Fig. 1: met4 routing
Cells faint in the background.
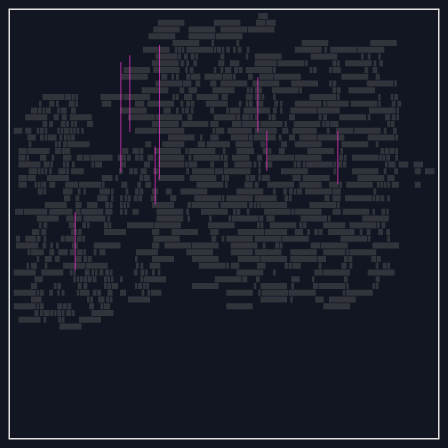
Fig. 2: clock distribution
Bar = 50 um.
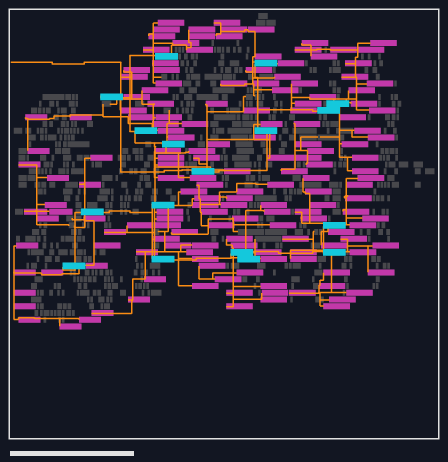
Fig. 3: wiring heat map
34 x 34 tiles, from dark blue (low) to red (high), scaled to the fullest tile. Values are wire area over tile area, all layers added.
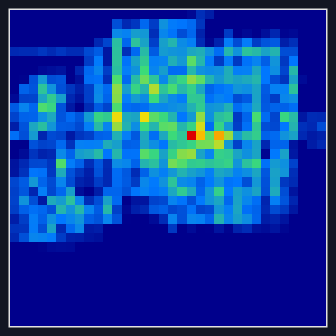
[config.mk]
export PLATFORM = sky130hd
export DESIGN_NAME = uart_rx_fifo
export DESIGN_NICKNAME = d
export VERILOG_FILES = /design/src/rtl/uart_rx_fifo_pkg.sv /design/src/rtl/uart_rx_fifo_sync_fifo.sv /design/src/rtl/uart_rx_fifo.sv
export SDC_FILE = /design/constraint.sdc
export NUM_CORES = 1
export LEC_CHECK = 0
export ABC_AREA = 1
export CAP_MARGIN = 20
export CORE_UTILIZATION = 25
export DETAILED_ROUTE_END_ITERATION = 8
export PLACE_DENSITY = 0.5
export REMOVE_ABC_BUFFERS = 1
export SLEW_MARGIN = 20
export SYNTH_ARGS = -nofsm -noshare
export SYNTH_HDL_FRONTEND = slang
export SYNTH_SLANG_ARGS = --single-unit
[constraint.sdc]
create_clock -name CLK -period 2.2 [get_ports CLK]
set_input_delay 0.22 -clock CLK [delete_from_list [all_inputs] [get_ports CLK]]
set_output_delay 0.22 -clock CLK [all_outputs]
set_load 0.02 [all_outputs]
[src/rtl/uart_rx_fifo_pkg.sv]
// Shared types and constants for the UART receive path.
// Holds the receiver FSM encoding and the oversampling divider calculation.
package uart_pkg;

  typedef enum logic [2:0] {
    IDLE,
    START,
    DATA,
    STOP,
    WAIT_HIGH
  } rx_state_t;

  localparam int DATA_BITS = 8;

  // Rounded clock divider so that one tick lands every 1/OVERSAMPLE of a bit
  function automatic int calc_div(input int clk_hz, input int baud, input int os);
    int den;
    den = baud * os;
    return (clk_hz + den / 2) / den;
  endfunction

endpackage

[src/rtl/uart_rx_fifo_sync_fifo.sv]
// Synchronous first-word-fall-through FIFO shared by the UART RX and TX paths.
// A push while full is dropped unless a pop happens in the same cycle.
module sync_fifo #(
  parameter int WIDTH = 8,
  parameter int DEPTH = 16
) (
  input  logic                   i_clk,
  input  logic                   i_rst_n,
  input  logic                   i_push,
  input  logic [WIDTH-1:0]       i_data,
  input  logic                   i_pop,
  output logic [WIDTH-1:0]       o_data,
  output logic                   o_full,
  output logic                   o_empty,
  output logic [$clog2(DEPTH):0] o_count
);

  localparam int AW = $clog2(DEPTH);

  logic [WIDTH-1:0] r_mem [DEPTH];
  logic [AW-1:0]    r_wptr;
  logic [AW-1:0]    r_rptr;
  logic [AW:0]      r_count;
  logic             w_pop;
  logic             w_push;

  assign o_empty = (r_count == '0);
  assign o_full  = (r_count == (AW+1)'(DEPTH));
  assign o_count = r_count;
  assign w_pop   = i_pop & ~o_empty;
  assign w_push  = i_push & (~o_full | w_pop);
  assign o_data  = o_empty ? '0 : r_mem[r_rptr];

  always_ff @(posedge i_clk or negedge i_rst_n) begin
    if (!i_rst_n) begin
      r_wptr  <= '0;
      r_rptr  <= '0;
      r_count <= '0;
    end else begin
      if (w_push) r_wptr <= r_wptr + 1'b1;
      if (w_pop)  r_rptr <= r_rptr + 1'b1;
      case ({w_push, w_pop})
        2'b10:   r_count <= r_count + 1'b1;
        2'b01:   r_count <= r_count - 1'b1;
        default: r_count <= r_count;
      endcase
    end
  end

  always_ff @(posedge i_clk) begin
    if (w_push) r_mem[r_wptr] <= i_data;
  end

endmodule

[src/rtl/uart_rx_fifo.sv]
// 8N1 UART receiver with 16x oversampling feeding a byte FIFO.
// The sample tick phase is realigned to every detected start edge.
module uart_rx_fifo
  import uart_pkg::*;
#(
  parameter int CLK_HZ     = 50_000_000,
  parameter int BAUD       = 115200,
  parameter int OVERSAMPLE = 16,
  parameter int FIFO_DEPTH = 16
) (
  input  logic                        CLK,
  input  logic                        RST,
  input  logic                        RX,
  output logic [7:0]                  rx_data,
  output logic                        rx_valid,
  input  logic                        rx_ready,
  output logic [$clog2(FIFO_DEPTH):0] fifo_count,
  output logic                        frame_err,
  output logic                        overrun
);

  localparam int DIV = calc_div(CLK_HZ, BAUD, OVERSAMPLE);
  localparam int TW  = $clog2(DIV + 1);
  localparam int SW  = $clog2(OVERSAMPLE);
  localparam int BW  = $clog2(DATA_BITS);

  logic                 r_rx_m;
  logic                 r_rx_s;
  logic [TW-1:0]        r_tcnt;
  logic [SW-1:0]        r_scnt;
  logic [BW-1:0]        r_bcnt;
  logic [DATA_BITS-1:0] r_shift;
  rx_state_t            r_state;

  logic w_tick;
  logic w_start;
  logic w_bit_end;
  logic w_shift;
  logic w_stop_smp;
  logic w_push;
  logic w_full;
  logic w_empty;

  assign w_tick     = (r_tcnt == TW'(DIV - 1));
  assign w_start    = (r_state == IDLE) && !r_rx_s;
  assign w_bit_end  = w_tick && (r_scnt == SW'(OVERSAMPLE - 1));
  assign w_shift    = (r_state == DATA) && w_bit_end;
  assign w_stop_smp = (r_state == STOP) && w_bit_end;
  assign w_push     = w_stop_smp & r_rx_s;
  assign frame_err  = w_stop_smp & ~r_rx_s;
  // A full FIFO always has a valid head, so rx_ready alone decides the pop
  assign overrun    = w_push & w_full & ~rx_ready;
  assign rx_valid   = ~w_empty;

  always_ff @(posedge CLK or negedge RST) begin
    if (!RST) begin
      r_rx_m <= 1'b1;
      r_rx_s <= 1'b1;
    end else begin
      r_rx_m <= RX;
      r_rx_s <= r_rx_m;
    end
  end

  always_ff @(posedge CLK or negedge RST) begin
    if (!RST) begin
      r_tcnt <= '0;
    end else if (w_start || w_tick) begin
      r_tcnt <= '0;
    end else begin
      r_tcnt <= r_tcnt + 1'b1;
    end
  end

  always_ff @(posedge CLK or negedge RST) begin
    if (!RST) begin
      r_state <= IDLE;
      r_scnt  <= '0;
      r_bcnt  <= '0;
    end else begin
      case (r_state)
        IDLE: begin
          if (!r_rx_s) begin
            r_state <= START;
            r_scnt  <= '0;
          end
        end
        START: begin
          if (w_tick) begin
            if (r_scnt == SW'(OVERSAMPLE / 2 - 1)) begin
              r_scnt  <= '0;
              r_bcnt  <= '0;
              r_state <= r_rx_s ? IDLE : DATA;
            end else begin
              r_scnt <= r_scnt + 1'b1;
            end
          end
        end
        DATA: begin
          if (w_tick) begin
            if (w_bit_end) begin
              r_scnt <= '0;
              if (r_bcnt == BW'(DATA_BITS - 1)) r_state <= STOP;
              else                              r_bcnt  <= r_bcnt + 1'b1;
            end else begin
              r_scnt <= r_scnt + 1'b1;
            end
          end
        end
        STOP: begin
          if (w_tick) begin
            if (w_bit_end) begin
              r_scnt  <= '0;
              r_state <= r_rx_s ? IDLE : WAIT_HIGH;
            end else begin
              r_scnt <= r_scnt + 1'b1;
            end
          end
        end
        // Holds off a break condition until the line returns to idle
        WAIT_HIGH: begin
          if (r_rx_s) r_state <= IDLE;
        end
        default: r_state <= IDLE;
      endcase
    end
  end

  always_ff @(posedge CLK) begin
    if (w_shift) r_shift <= {r_rx_s, r_shift[DATA_BITS-1:1]};
  end

  sync_fifo #(
    .WIDTH(DATA_BITS),
    .DEPTH(FIFO_DEPTH)
  ) u_fifo (
    .i_clk   (CLK),
    .i_rst_n (RST),
    .i_push  (w_push),
    .i_data  (r_shift),
    .i_pop   (rx_ready),
    .o_data  (rx_data),
    .o_full  (w_full),
    .o_empty (w_empty),
    .o_count (fifo_count)
  );

endmodule

==> notes.md <==
This note records the results obtained with Yosys and OpenROAD.

Outcome
The flow ran to the end, but the final reports show violations. The final reports fail on negative setup slack.

STA
Derived from the worst setup path, the maximum achievable clock frequency is between 400 and 500 MHz. For the final database, setup skew stands at between 0.01 and 0.015 ns. The transition at the pin with the smallest max-transition slack is a little under 0.7 ns.

The final tally of max-slew violations is 0. The post-layout worst setup margin is -0.000911 ns. Hold is met by between 0.15 and 0.2 ns.

The final timing report derives a shortest allowable period of 2.20 ns. The number of setup violations in the final report is 1. The final period utilization is 1.00.

Pwr
The ratio of total power to cell area is approximately 1200 mW/mm^2. Per the power-grid run, VDD falls by no more than around 540 uV. The internal cell power is about 7.4 mW.

The leakage power of the design is about 3.7 nW. The switching portion of total power is 0.357. The sequential cell fraction of total power is 0.308. The combinational power is 4.80 mW. The heaviest power group is combinational logic.

GRT
The met1 routing resource usage after global routing is 0.175. The first global-routing pass estimated between 20000 and 30000 um of wire. The overflow left after global routing is 0.

The largest net degree at the start of global routing is 31. The via count of the first global-routing pass is between 4000 and 5000. The met2 track demand over resource in global routing is 0.197.

Synth
The share of the synthesized area in the top cell type is 0.563. The synthesized netlist contains 31 unique library cells. The most used flip-flop cell is sky130_fd_sc_hd__edfxtp_1.

Yosys attributes the largest share of cell area to sky130_fd_sc_hd__edfxtp_1, sky130_fd_sc_hd__nand2_1, sky130_fd_sc_hd__dfrtp_1. The synthesized design contains between 100 and 150 enable-type register cells. According to the Yosys statistics, the synthesized design has a chip area of 0.00726 mm^2. The synthesis stat section lists a flop and latch total of 166.

The library cell with the largest summed area after synthesis is sky130_fd_sc_hd__edfxtp_1. The total number of yosys warnings is 0.

Finish
The fraction of cell area in sequential cells is reported as 0.509. Counting the fill cells in the layout gives around 2900. After layout, the clock buffer instance count stands at 17.

The final layout net count is 785. The multi-input combinational area share is 0.256. The fraction of final layout cells with drive strength greater than 1 is 0.256. The portion of the layout cell area used by clock cells is 0.0647. The number of buffers outside the clock class in the layout is ~88. The top cell types in the final layout, fill and taps aside, are sky130_fd_sc_hd__nand2_1, sky130_fd_sc_hd__edfxtp_1, sky130_fd_sc_hd__nand3_1. By area, the class that comes first in the final layout consists of flip-flops and latches.

The combinational gate count is about 460. Counting only logic cells after layout, the most numerous master is sky130_fd_sc_hd__nand2_1. The repair_antennas step left the layout with diodes totalling 0. For this run, the share of the core covered by cells in the final layout is 0.332.

Critical path
The number of buffers and inverters on the critical path is 3. The capture point of the critical path was reported as rx_data[7]. The kind of launch point of the worst setup path is a flop. The startpoint of the worst setup timing path is u_fifo.r_rptr[0]$_DFFE_PN0P_.

The worst-path cell with the longest stage delay is sky130_fd_sc_hd__dfrtp_2. The cell family contributing the most delay on the critical path is flip-flops. The maximum fanout along the worst path is 8. The worst stage delay on the critical path is roughly 0.48 ns. Data arrives at the worst endpoint at around 2.0 ns. The critical path class is flop to output pin. The worst setup path is captured at an output pin. The number of cells on the worst reg-to-reg path is 19.

Floorplan
The standard cell core area is roughly 0.029 mm^2. Across the placement rows, the number of tap cells is around 380. The area of the chip is between 0.02 and 0.03 mm^2. The initial standard-cell utilization of the core is 0.254. The floorplan row count is 62.

CTS
The clock latency reported for the late side of the worst-skew pair is 0.44 ns. TritonCTS built the clock tree. Buffers inserted during clock tree synthesis total 17. The master cell of the clock root buffer is sky130_fd_sc_hd__clkbuf_16. The number of setup buffers added after CTS is 3. For this design, the sink count on the clock tree is ~170. The H-tree was split into 4 levels. The cts-stage hold buffer count is 0.

Detailed routing
The routed design uses between 800 and 900 um of met3 wire. The highest layer used for signal routing is met4. The routed design shows a via density per instance of ~4.4. The first TritonRoute pass finished after 5 iterations. In the detailed route, the total length drawn on met2 is ~8500 um. The wire length per cell is 15.9 um.

Place
In this run the tool buffered the top-level ports with 19 buffer cells. The placement stage leaves a total instance area of around 0.0083 mm^2. The sum of net half-perimeters after detailed placement is approximately 11000 um. The congestion estimate from routability-driven global placement came to between 0.7 and 0.8.

The worst setup timing slack at the placement stage is -0.0904 ns.

Run
The number of warnings the tools reported is 32. The tool flagged a number of max-cap violations equal to 0.
Notes on Fig. 1 above:
- longest straight run: 53.7 um
- wire length on this layer: 233 um
- nets with wire on the layer: 4
- share of all routed wire: 1.3%
- main direction: vertical

Notes on Fig. 2 above:
- cyan: clock drivers (count 17)
- magenta: flip-flops (count 166)
- orange: clock wires (length 2150 um)
- routed clock nets: 18

Notes on Fig. 3 above:
- nearly empty tiles: 44%
- densest ninth of the die: middle
- mean over tiles: 0.096
- tiles over half the peak: 2.9%

==> logic make-up (layout without fill, tap and decap cells) <==
logic type      after synthesis  in the layout  share of synthesized area
compound gates               27             27                     0.0191
xor+xnor                      9              9                     0.0109
fa+ha+maj                    13             13                     0.0224
buf+inv                      67            160                     0.0386
flops                       166            166                      0.666
simple gates                406            406                      0.243
==> flip-flops by register name (all words and copies together), names as in the netlist <==
| signal | flops |
|---|---|
| u_fifo.r_wptr | 4 |
| r_tcnt | 5 |
| u_fifo.r_mem | 128 |
| r_bcnt | 3 |
| r_rx_m | 1 |
| r_rx_s | 1 |
| u_fifo.r_rptr | 4 |
| r_state | 3 |
| u_fifo.o_count | 5 |
| r_shift | 8 |
| r_scnt | 4 |
==> synthesized netlist by cell type, types with 2 or more instances <==
cell type	count
sky130_fd_sc_hd__nor2_4	2
sky130_fd_sc_hd__xnor2_1	3
sky130_fd_sc_hd__ha_1	13
sky130_fd_sc_hd__dfrtp_1	28
sky130_fd_sc_hd__a21oi_1	11
sky130_fd_sc_hd__nand2_2	3
sky130_fd_sc_hd__dfstp_2	2
sky130_fd_sc_hd__nand2_1	229
sky130_fd_sc_hd__clkinv_1	2
sky130_fd_sc_hd__nand3b_1	2
sky130_fd_sc_hd__xor2_1	6
sky130_fd_sc_hd__nor3_1	15
sky130_fd_sc_hd__nor2_1	23
sky130_fd_sc_hd__nand3_1	121
sky130_fd_sc_hd__inv_2	3
sky130_fd_sc_hd__edfxtp_1	136
sky130_fd_sc_hd__nor2_2	4
sky130_fd_sc_hd__o21ai_0	13
sky130_fd_sc_hd__buf_2	17
sky130_fd_sc_hd__clkbuf_1	8
sky130_fd_sc_hd__nand4_1	3
sky130_fd_sc_hd__inv_1	35
Power is estimated from default activity; no workload was simulated.
